==> images/drive_strength.png <==
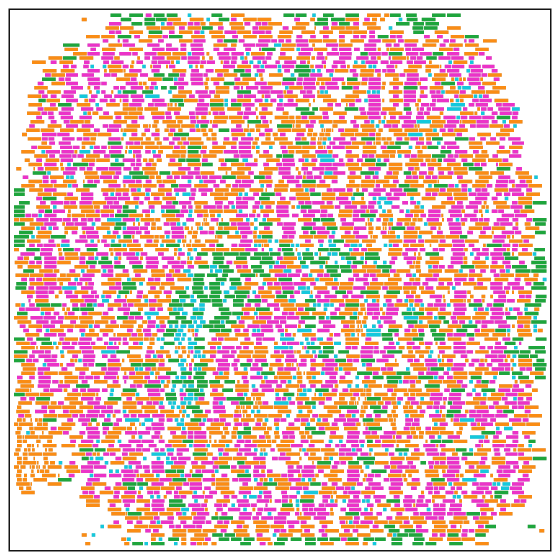
==> images/cell_classes.png <==
Bar = 100 µm. Fill, decap, tap and diode cells in gray.
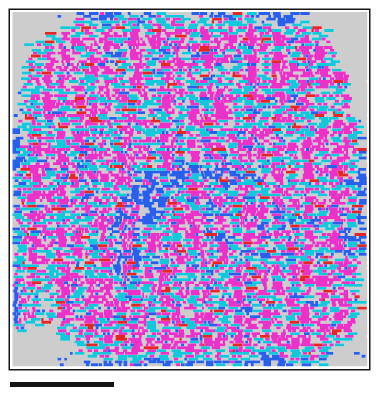
<file path="config.mk">
export PLATFORM = sky130hd
export DESIGN_NAME = reg_file_wb
export DESIGN_NICKNAME = d
export VERILOG_FILES = /design/src/rtl/rf_pkg.sv /design/src/rtl/rf_read_port.sv /design/src/rtl/reg_file_wb.sv
export SDC_FILE = /design/constraint.sdc
export NUM_CORES = 2
export LEC_CHECK = 0
export CORE_MARGIN = 2
export CORE_UTILIZATION = 55
export DETAILED_ROUTE_END_ITERATION = 16
export PLACE_DENSITY_LB_ADDON = 0.12
export SYNTH_ARGS = -nofsm -noshare
export SYNTH_HDL_FRONTEND = slang
export SYNTH_HIERARCHICAL = 1
export SYNTH_SLANG_ARGS = --single-unit
</file>
<file path="constraint.sdc">
create_clock -name clk -period 3.05 [get_ports clk]
set_input_delay 0.61 -clock clk [delete_from_list [all_inputs] [get_ports clk]]
set_output_delay 0.61 -clock clk [all_outputs]
set_load 0.05 [all_outputs]
</file>
<file path="src/rtl/rf_pkg.sv">
// Shared constants and types for the 32 x 32 writeback register file.
package rf_pkg;

  localparam int DATA_W = 32;
  localparam int ADDR_W = 5;

  typedef logic [ADDR_W-1:0] reg_idx_t;

  localparam reg_idx_t REG_ZERO = 5'd0;
  localparam reg_idx_t REG_SP   = 5'd29;
  localparam reg_idx_t REG_RA   = 5'd31;

  localparam logic [DATA_W-1:0] SP_RESET = 32'h0000_0FFC;

endpackage

</file>
<file path="src/rtl/rf_read_port.sv">
// One combinational register-file read port: index, zero-force for r0 and,
// when RF_BYPASS_EN is defined, write-first forwarding from the write port.
module rf_read_port
  import rf_pkg::*;
#(
  parameter int D_W      = DATA_W,
  parameter int A_W      = ADDR_W,
  parameter int NUM_REGS = 32
) (
  input  logic [NUM_REGS-1:0][D_W-1:0] regs,
  input  logic [A_W-1:0]               addr,
`ifdef RF_BYPASS_EN
  input  logic                         wr_en,
  input  logic [A_W-1:0]               wr_addr,
  input  logic [D_W-1:0]               wr_data,
`endif
  output logic [D_W-1:0]               data
);

  // Index 0 must read zero even if a bypass would otherwise match it.
  always_comb begin
    data = regs[addr];
`ifdef RF_BYPASS_EN
    if (wr_en && (wr_addr != '0) && (wr_addr == addr)) begin
      data = wr_data;
    end
`endif
    if (addr == '0) begin
      data = '0;
    end
  end

endmodule

</file>
<file path="src/rtl/reg_file_wb.sv">
// 32-entry register file fed by the writeback select; r0 reads as zero.
// Optional macro RF_BYPASS_EN enables write-first forwarding on ports A and B.
module reg_file_wb
  import rf_pkg::*;
#(
  parameter int                 DATA_W   = rf_pkg::DATA_W,
  parameter int                 ADDR_W   = rf_pkg::ADDR_W,
  parameter int                 NUM_REGS = 32,
  parameter int                 SP_IDX   = int'(REG_SP),
  parameter logic [DATA_W-1:0]  SP_RESET = rf_pkg::SP_RESET
) (
  input  logic              clk,
  input  logic              rst_n,
  input  logic              wr_en,
  input  logic [ADDR_W-1:0] wr_addr,
  input  logic [DATA_W-1:0] wr_data,
  input  logic [ADDR_W-1:0] rd_addr_a,
  input  logic [ADDR_W-1:0] rd_addr_b,
  output logic [DATA_W-1:0] rd_data_a,
  output logic [DATA_W-1:0] rd_data_b,
  input  logic [ADDR_W-1:0] dbg_addr,
  output logic [DATA_W-1:0] dbg_data,
  output logic [15:0]       wr_count
);

  logic [NUM_REGS-1:0][DATA_W-1:0] regs_q;
  logic                            commit;

  assign commit = wr_en && (wr_addr != '0);

  // Entry 0 is never written after reset, so its storage stays zero.
  always_ff @(posedge clk or negedge rst_n) begin
    if (!rst_n) begin
      for (int i = 0; i < NUM_REGS; i++) begin
        regs_q[i] <= (i == SP_IDX) ? SP_RESET : '0;
      end
      wr_count <= '0;
    end else if (commit) begin
      regs_q[wr_addr] <= wr_data;
      wr_count        <= wr_count + 16'd1;
    end
  end

  rf_read_port #(.D_W(DATA_W), .A_W(ADDR_W), .NUM_REGS(NUM_REGS)) u_port_a (
    .regs    (regs_q),
    .addr    (rd_addr_a),
`ifdef RF_BYPASS_EN
    .wr_en   (wr_en),
    .wr_addr (wr_addr),
    .wr_data (wr_data),
`endif
    .data    (rd_data_a)
  );

  rf_read_port #(.D_W(DATA_W), .A_W(ADDR_W), .NUM_REGS(NUM_REGS)) u_port_b (
    .regs    (regs_q),
    .addr    (rd_addr_b),
`ifdef RF_BYPASS_EN
    .wr_en   (wr_en),
    .wr_addr (wr_addr),
    .wr_data (wr_data),
`endif
    .data    (rd_data_b)
  );

  // Debug view always shows committed storage, never the forwarded word.
  assign dbg_data = (dbg_addr == '0) ? '0 : regs_q[dbg_addr];

endmodule

</file>
==> reports/metrics.yaml <==
pwr:
  powerClk_uw: 14300
  powerComb_uw: 13900
  seq_power_uw: 19100
  totalPowerFinal_uw: 47300
  p_comb_frac: 0.293
  power.group.top: "sequential cells"
  internal_power_uw: 32800
  swShare: 0.306
  clkPwrFrac: 0.303
  leakage_uw: 0.0337
  power.density_nw_per_um2: 589
setup_path:
  crit_arrival_ps: 2560
  crit_top_cell: "buf_12"
  worstSetupPathType: "in -> out"
  cp-start-kind: "primary input"
  path_max_fanout: 7
  crit_family: "buffers and inverters"
  cp-end-kind: "output port"
  rrSetupSlack_ps: 1500
  crit_required_ps: 2440
  cp_slowest_cell: "a311oi_2"
  cpPeakStageDelay_ps: 580
floorplanning:
  tapCellCount: 1524
  die_h_um: 345
  initial_utilization: 0.552
  die_x_um: 345
  die_area_um2: 119000
  core_area_um2: 116000
  io_pins: 167
  rows: 125
place:
  dp.cells: 6103
  pre_cts_ws_ps: -302
  finalWeightedCongestion: 0.927
  post-dp-hpwl_um: 151000
  port_buffers: 166
final_layout:
  comb_share: 0.462
  layout_top_cell: "dfrtp_1"
  clockNetworkAreaShare: 0.0478
  area_share_nonclk_buffers: 0.141
  dominant_cells: "logic gates"
  logic_gate_count: 2767
  seq-cell-share: 0.324
  design_area_um2: 80300
  nNonClkBuffers: 871
  design.seq.count: 1040
  mi_logic_area_um2: 37100
  syn_to_final_growth_pct: 25.7
  nClkBuffers: 179
  nFillCells: 7887
  nNonClkInverters: 4
  final_cell_mix: "dfrtp_1, mux2_2, mux4_2, buf_4, buf_12"
  regArea_um2: 26000
clock_tree:
  cts_tree: "yes"
  cts_made_buffers: 114
  cts_setup_buffers: 32
  max-clock-path-buffers: 3
  htree_levels: 3
  cts_root_buf: "clkbuf_16"
  holdBufCountCts: 1
  worstSkewPairLatency_ps: 720
  post_cts_resize_count: 164
detailed_routing:
  vias_per_cell: 7.40
  post-route-drc-count: 0
  wl_met3_um: 28700
  wirelength_met1_um: 89900
  vias: 47496
  wl_um: 240000
  drtAntennaViolNets: 0
  drt-initial-drc-count: 5774
  first_pass_iters: 5
  wire_per_inst_um: 37.3
global_routing:
  antenna_found_initial: 7
  grt-busiest-layer: "met2"
  overflow: 0
  grt_pass1_wl_um: 339000
  met1_usage: 0.545
  grt_start_max_net_pins: 118
  grtUsageTotal: 0.401
  grt_pass1_vias: 47217
sta:
  hold_viol: 0
  post-route-min-period_ps: 3170
  finClkSkew_ps: 2.78
  timing.final.ws_setup_ps: -115
  hold_slack_ps: 370
  rsz0062_at_grt: "true"
  period_used_share: 1.04
  fmax_mhz: 316
  slew-limit-headroom: 0.247
  finalSetupViolCount: 24
  worstMarginPinSlew_ps: 1130
  finalSetupTns_ps: -533
  drv_slew: 0
yosys:
  fa_ha_area_frac: 0.000196
  syn_avg_cell_area_um2: 14.7
  syn-num-nets: 4399
  top_area_cell: "dfrtp_1"
  synthesis.area_um2: 63900
  synth_seq_share: 0.408
  flop_cell: "dfrtp_1"
  synthAoiAreaFrac: 0.0629
  synth.most_common_cell: "mux2_2"
  ys.flops: 1040
  async_reset_ff_frac: 1.00
  yosys_area_um2: 63900
  edf_count: 0
  ys_sh_simple: 0.0207
  synthTopCellsByCount: "mux2_2, dfrtp_1, mux4_2"
  netlist_instances: 4343
  ys_top_cells_by_area: "dfrtp_1, mux4_2, mux2_2"
  ys_cells: 4343
  mux_area_frac: 0.459
  synth.distinct_cells: 50
  ys_warn_count: 6
  top_cell_area_share: 0.404
  ys_sh_xor: 0.00206
flow_run:
  max_cap_viol_count: 0
  tool_warnings: 32
outcome:
  violations: "negative setup slack"
  status: "finished with violations"
Back to the opening pictures, drive_strength.png:
- green: drive 6 and up (cells 515; share 11%)
- magenta: drive 2 (cells 2,013; share 41%)
- cyan: drive 3 to 4 (cells 561; share 11%)
- orange: drive 1 or less (cells 1,803; share 37%)

Back to the opening pictures, cell_classes.png:
- red: clock drivers and dummy loads (cells 210; share of their area 4.9%)
- blue: other buffers and delay cells (cells 871; share of their area 14%)
- cyan: flip-flops (cells 1,040; share of their area 33%)
- magenta: all other logic (cells 2,771; share of their area 47%)

-- final timing paths --
| path | startpoint | to | cells past startpoint |
|---|---|---|---|
| worst max-delay path | dbg_addr[0] | dbg_data[6] | 9 |
| min in group clk | regs_q[14] | regs_q[14] | 0 |
| worst min register to register | regs_q[14] | regs_q[14] | 0 |
| worst max register to register | wr_count[4] | wr_count[15] | 4 |
| worst min-delay path | rst_n | regs_q[22] | 2 |
| max in group asynchronous | rst_n | regs_q[208] | 4 |
-- flip-flops by register name, indices dropped and copies added, names as in the netlist --
signal	flops
regs_q	1024
wr_count	16
Power figures rest on the tool's default switching activity, not on a simulated workload.
